`src/rtl/scale_sequencer.sv`:
```
// scale_sequencer: debounces the decoder request {decoding, opcode, sw},
// launches one ROM->RAM scaling copy per stable setting, holds the copier
// configuration for the whole job and ping-pongs the two framebuffer banks.
// Optional macro SCALE_SEQ_VBLANK_SYNC_EN: when defined, bank swap / display
// select waits for a frame_start pulse (vertical blank); when undefined the
// swap follows copy completion immediately and frame_start is unused.
module scale_sequencer #(
   parameter int unsigned STABLE_CYCLES  = 16,
   parameter int unsigned TIMEOUT_CYCLES = 1048576,
   parameter int unsigned TCNT_W         = 21
) (
   input  logic       clock,
   input  logic       reset,
   input  logic [2:0] opcode,
   input  logic       decoding,
   input  logic       sw,
   input  logic       frame_start,
   input  logic       copy_done,
   output logic       copy_start,
   output logic [2:0] cfg_opcode,
   output logic       cfg_sw,
   output logic       cfg_decoding,
   output logic       wr_bank,
   output logic       rd_bank,
   output logic       show_ram,
   output logic       busy,
   output logic       error
);

   typedef enum logic [2:0] {
      S_IDLE,
      S_SETTLE,
      S_START,
      S_COPY,
      S_WAIT_VBL,
      S_SWAP
   } state_t;

   localparam logic [TCNT_W-1:0] STABLE_LAST  = TCNT_W'(STABLE_CYCLES - 1);
   localparam logic [TCNT_W-1:0] TIMEOUT_LAST = TCNT_W'(TIMEOUT_CYCLES - 1);

   state_t            state_q, state_d;
   logic [4:0]        app_q, app_d;
   logic [4:0]        cand_q, cand_d;
   logic [2:0]        cfg_opcode_q, cfg_opcode_d;
   logic              cfg_sw_q, cfg_sw_d;
   logic              cfg_decoding_q, cfg_decoding_d;
   logic              wr_bank_q, wr_bank_d;
   logic              rd_bank_q, rd_bank_d;
   logic              show_ram_q, show_ram_d;
   logic              error_q, error_d;
   logic [TCNT_W-1:0] cnt_q, cnt_d;
   logic [TCNT_W-1:0] cnt_inc;
   logic [4:0]        req;

   // Packed request: bit 4 decoding, bits 3:1 opcode, bit 0 sw.
   assign req = {decoding, opcode, sw};

`ifndef SCALE_SEQ_VBLANK_SYNC_EN
   logic unused_frame_start;
   assign unused_frame_start = frame_start;
`endif

   // Saturating increment of the settle/timeout counter.
   always_comb begin
      cnt_inc = cnt_q;
      if (cnt_q != '1) begin
         cnt_inc = cnt_q + TCNT_W'(1);
      end
   end

   // Next-state and register update logic for the sequencer FSM.
   always_comb begin
      state_d        = state_q;
      app_d          = app_q;
      cand_d         = cand_q;
      cfg_opcode_d   = cfg_opcode_q;
      cfg_sw_d       = cfg_sw_q;
      cfg_decoding_d = cfg_decoding_q;
      wr_bank_d      = wr_bank_q;
      rd_bank_d      = rd_bank_q;
      show_ram_d     = show_ram_q;
      error_d        = error_q;
      cnt_d          = cnt_q;

      case (state_q)
         S_IDLE: begin
            if (req != app_q) begin
               cand_d  = req;
               cnt_d   = '0;
               state_d = S_SETTLE;
            end
         end
         S_SETTLE: begin
            if (req != cand_q) begin
               cand_d = req;
               cnt_d  = '0;
            end else if (cnt_q == STABLE_LAST) begin
               if (cand_q == app_q) begin
                  state_d = S_IDLE;
               end else if (!cand_q[4]) begin
`ifdef SCALE_SEQ_VBLANK_SYNC_EN
                  state_d = S_WAIT_VBL;
`else
                  state_d = S_SWAP;
`endif
               end else begin
                  state_d = S_START;
               end
            end else begin
               cnt_d = cnt_inc;
            end
         end
         S_START: begin
            cfg_decoding_d = cand_q[4];
            cfg_opcode_d   = cand_q[3:1];
            cfg_sw_d       = cand_q[0];
            cnt_d          = '0;
            state_d        = S_COPY;
         end
         S_COPY: begin
            if (copy_done) begin
`ifdef SCALE_SEQ_VBLANK_SYNC_EN
               state_d = S_WAIT_VBL;
`else
               state_d = S_SWAP;
`endif
            end else if (cnt_q == TIMEOUT_LAST) begin
               // Committing the candidate stops an endless retry of a dead job.
               error_d = 1'b1;
               app_d   = cand_q;
               state_d = S_IDLE;
            end else begin
               cnt_d = cnt_inc;
            end
         end
`ifdef SCALE_SEQ_VBLANK_SYNC_EN
         S_WAIT_VBL: begin
            if (frame_start) begin
               state_d = S_SWAP;
            end
         end
`endif
         S_SWAP: begin
            app_d      = cand_q;
            show_ram_d = cand_q[4];
            if (cand_q[4]) begin
               rd_bank_d = wr_bank_q;
               wr_bank_d = ~wr_bank_q;
            end else begin
               cfg_decoding_d = 1'b0;
            end
            state_d = S_IDLE;
         end
         default: begin
            state_d = S_IDLE;
         end
      endcase
   end

   // State and configuration registers with synchronous reset.
   always_ff @(posedge clock) begin
      if (reset) begin
         state_q        <= S_IDLE;
         app_q          <= '0;
         cand_q         <= '0;
         cfg_opcode_q   <= '0;
         cfg_sw_q       <= 1'b0;
         cfg_decoding_q <= 1'b0;
         wr_bank_q      <= 1'b1;
         rd_bank_q      <= 1'b0;
         show_ram_q     <= 1'b0;
         error_q        <= 1'b0;
         cnt_q          <= '0;
      end else begin
         state_q        <= state_d;
         app_q          <= app_d;
         cand_q         <= cand_d;
         cfg_opcode_q   <= cfg_opcode_d;
         cfg_sw_q       <= cfg_sw_d;
         cfg_decoding_q <= cfg_decoding_d;
         wr_bank_q      <= wr_bank_d;
         rd_bank_q      <= rd_bank_d;
         show_ram_q     <= show_ram_d;
         error_q        <= error_d;
         cnt_q          <= cnt_d;
      end
   end

   assign copy_start   = (state_q == S_START);
   assign busy         = (state_q != S_IDLE);
   assign cfg_opcode   = cfg_opcode_q;
   assign cfg_sw       = cfg_sw_q;
   assign cfg_decoding = cfg_decoding_q;
   assign wr_bank      = wr_bank_q;
   assign rd_bank      = rd_bank_q;
   assign show_ram     = show_ram_q;
   assign error        = error_q;

endmodule

```
`config.mk`:
```
export PLATFORM = sky130hd
export DESIGN_NAME = scale_sequencer
export DESIGN_NICKNAME = d
export VERILOG_FILES = /design/src/rtl/scale_sequencer.sv
export SDC_FILE = /design/constraint.sdc
export NUM_CORES = 1
export LEC_CHECK = 0
export ABC_AREA = 1
export CORE_UTILIZATION = 53
export CTS_BUF_LIST = sky130_fd_sc_hd__clkbuf_4 sky130_fd_sc_hd__clkbuf_8 sky130_fd_sc_hd__clkbuf_16
export DETAILED_ROUTE_END_ITERATION = 6
export PLACE_DENSITY = 0.77
export SLEW_MARGIN = 20
export SYNTH_ARGS = -nofsm -noshare
export SYNTH_HDL_FRONTEND = slang
export SYNTH_SLANG_ARGS = --single-unit
```
`constraint.sdc`:
```
create_clock -name clock -period 1.7 [get_ports clock]
set_input_delay 0.34 -clock clock [delete_from_list [all_inputs] [get_ports clock]]
set_output_delay 0.34 -clock clock [all_outputs]
set_load 0.01 [all_outputs]
```
Figure 1. Nets reached from selected ports.
The bar under the picture is 20 um long.
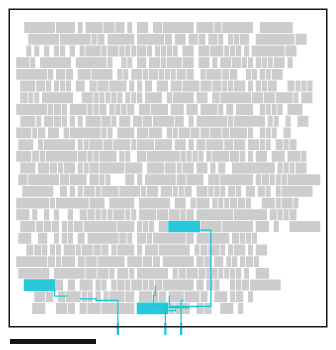
Key: `cfg_opcode` = cyan [bits 3, direction output, edge south, end cells 3, buffers 3, wire 78.1 um]
Port-buffer cells: 18
IO Count: 20

Figure 2. The metal 2 layer.
The bar under the picture is 20 um long.
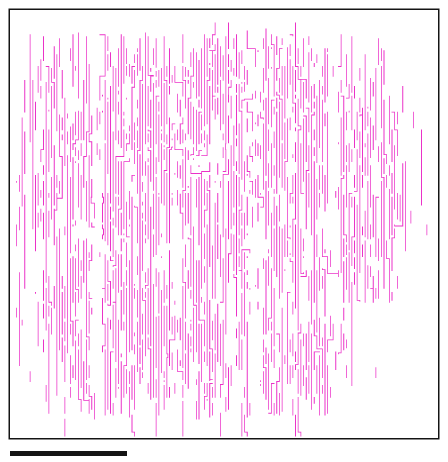
475 nets have wire on it. The longest straight run is 34.3 um. The layer holds 46% of the routed length. The wires run mostly vertical.

Figure 3. Cell placement.
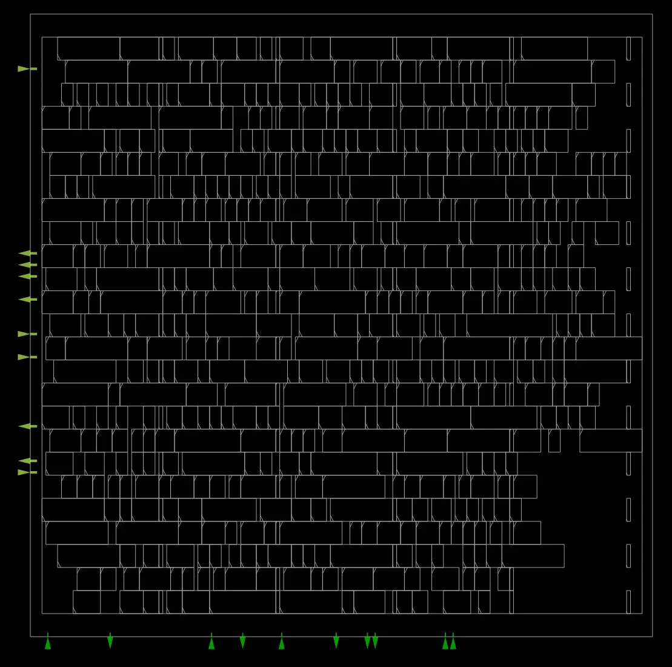
Final Util: 82.2%
Post-Layout Cell Count: 609
registers: 43

Figure 4. Wiring by layer.
Two of the layers only.
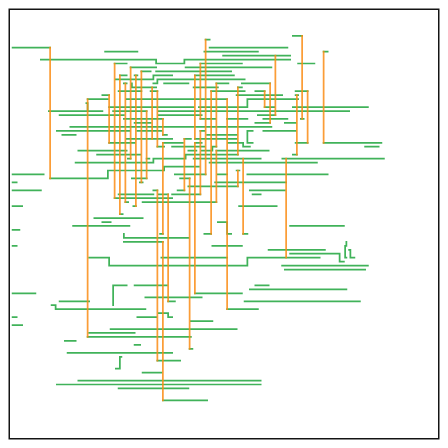
Key: met4 = orange [wire length 630 um]; met3 = green [wire length 1190 um]

==> flow_summary_export.csv <==
group,metric,value,unit
floorplanning,die.size.y,73.4,um
final_timing,post-route-min-period,1.99,ns
route,route.vias.total,3604,
status,status,"complete, but fails checks",
logic_synthesis,async_flop_share,0,%
job,cap_violations,0,
grt,gr-usage-met2,52.1,%
finish,logic_gate_count,339,
finish,top_register,"cnt_q",
placement,postPlaceCellArea,3360,um^2
finish,seq-cell-share,22.2,%
worst_setup_path,cp-startpoint,"state_q[2]",
finish,areaGrowthSynthToFinish,46.4,%
finish,clock_area_share,2.24,%
worst_setup_path,path_max_fanout,4,
finish,nonClockBufferCount,91,
power,switching_power,0.00183,W
floorplanning,core-area,4820,um^2
finish,final_cell_area,3960,um^2
final_timing,setup_ws,-0.292,ns
logic_synthesis,yosysMostFrequentCell,"nand2_1",
floorplanning,die_area,5390,um^2
worst_setup_path,rr_endpoint,"cnt_q[10]",
logic_synthesis,postSynthAreaPerCell,5.98,um^2
route,drt_wl_total,10400,um
grt,grt_max_degree,21,
grt,busiest_layer,"met2",
status,failed_checks,"negative setup slack",
final_timing,setup_viol,26,
grt,grt_use_met1,40.5,%
logic_synthesis,ys_cells,452,
logic_synthesis,syn-num-nets,462,
route,first_pass_iters,5,
finish,nets,551,
power,pg_seq,0.00132,W
logic_synthesis,ys_seq_share,31.8,%
worst_setup_path,reg2reg_setup_slack,-0.29,ns
final_timing,finalHoldViolCount,0,
finish,inverters,61,
finish,buf_share,20.4,%
power,clkPwrFrac,16.4,%
worst_setup_path,cp-end-kind,"flip-flop",
grt,grt_pass1_vias,2971,
route,via_per_inst,5.92,
logic_synthesis,ys_seq_elements,43,
route,post_drt_wl_per_cell,17.1,um
floorplanning,fp_util,56.2,%
worst_setup_path,cp_cell_sequence,"inv_1 -> nand3_1 -> inv_1 -> nand2_1 -> nand3_4 -> nor2_4 -> nand2_8 -> buf_6 -> buf_4 -> nor3_2 -> nor2_1",
finish,clock_buffers,6,
final_timing,finalSetupTns,-3.08,ns
No activity file was given, so power comes from the tool's default toggle rates.
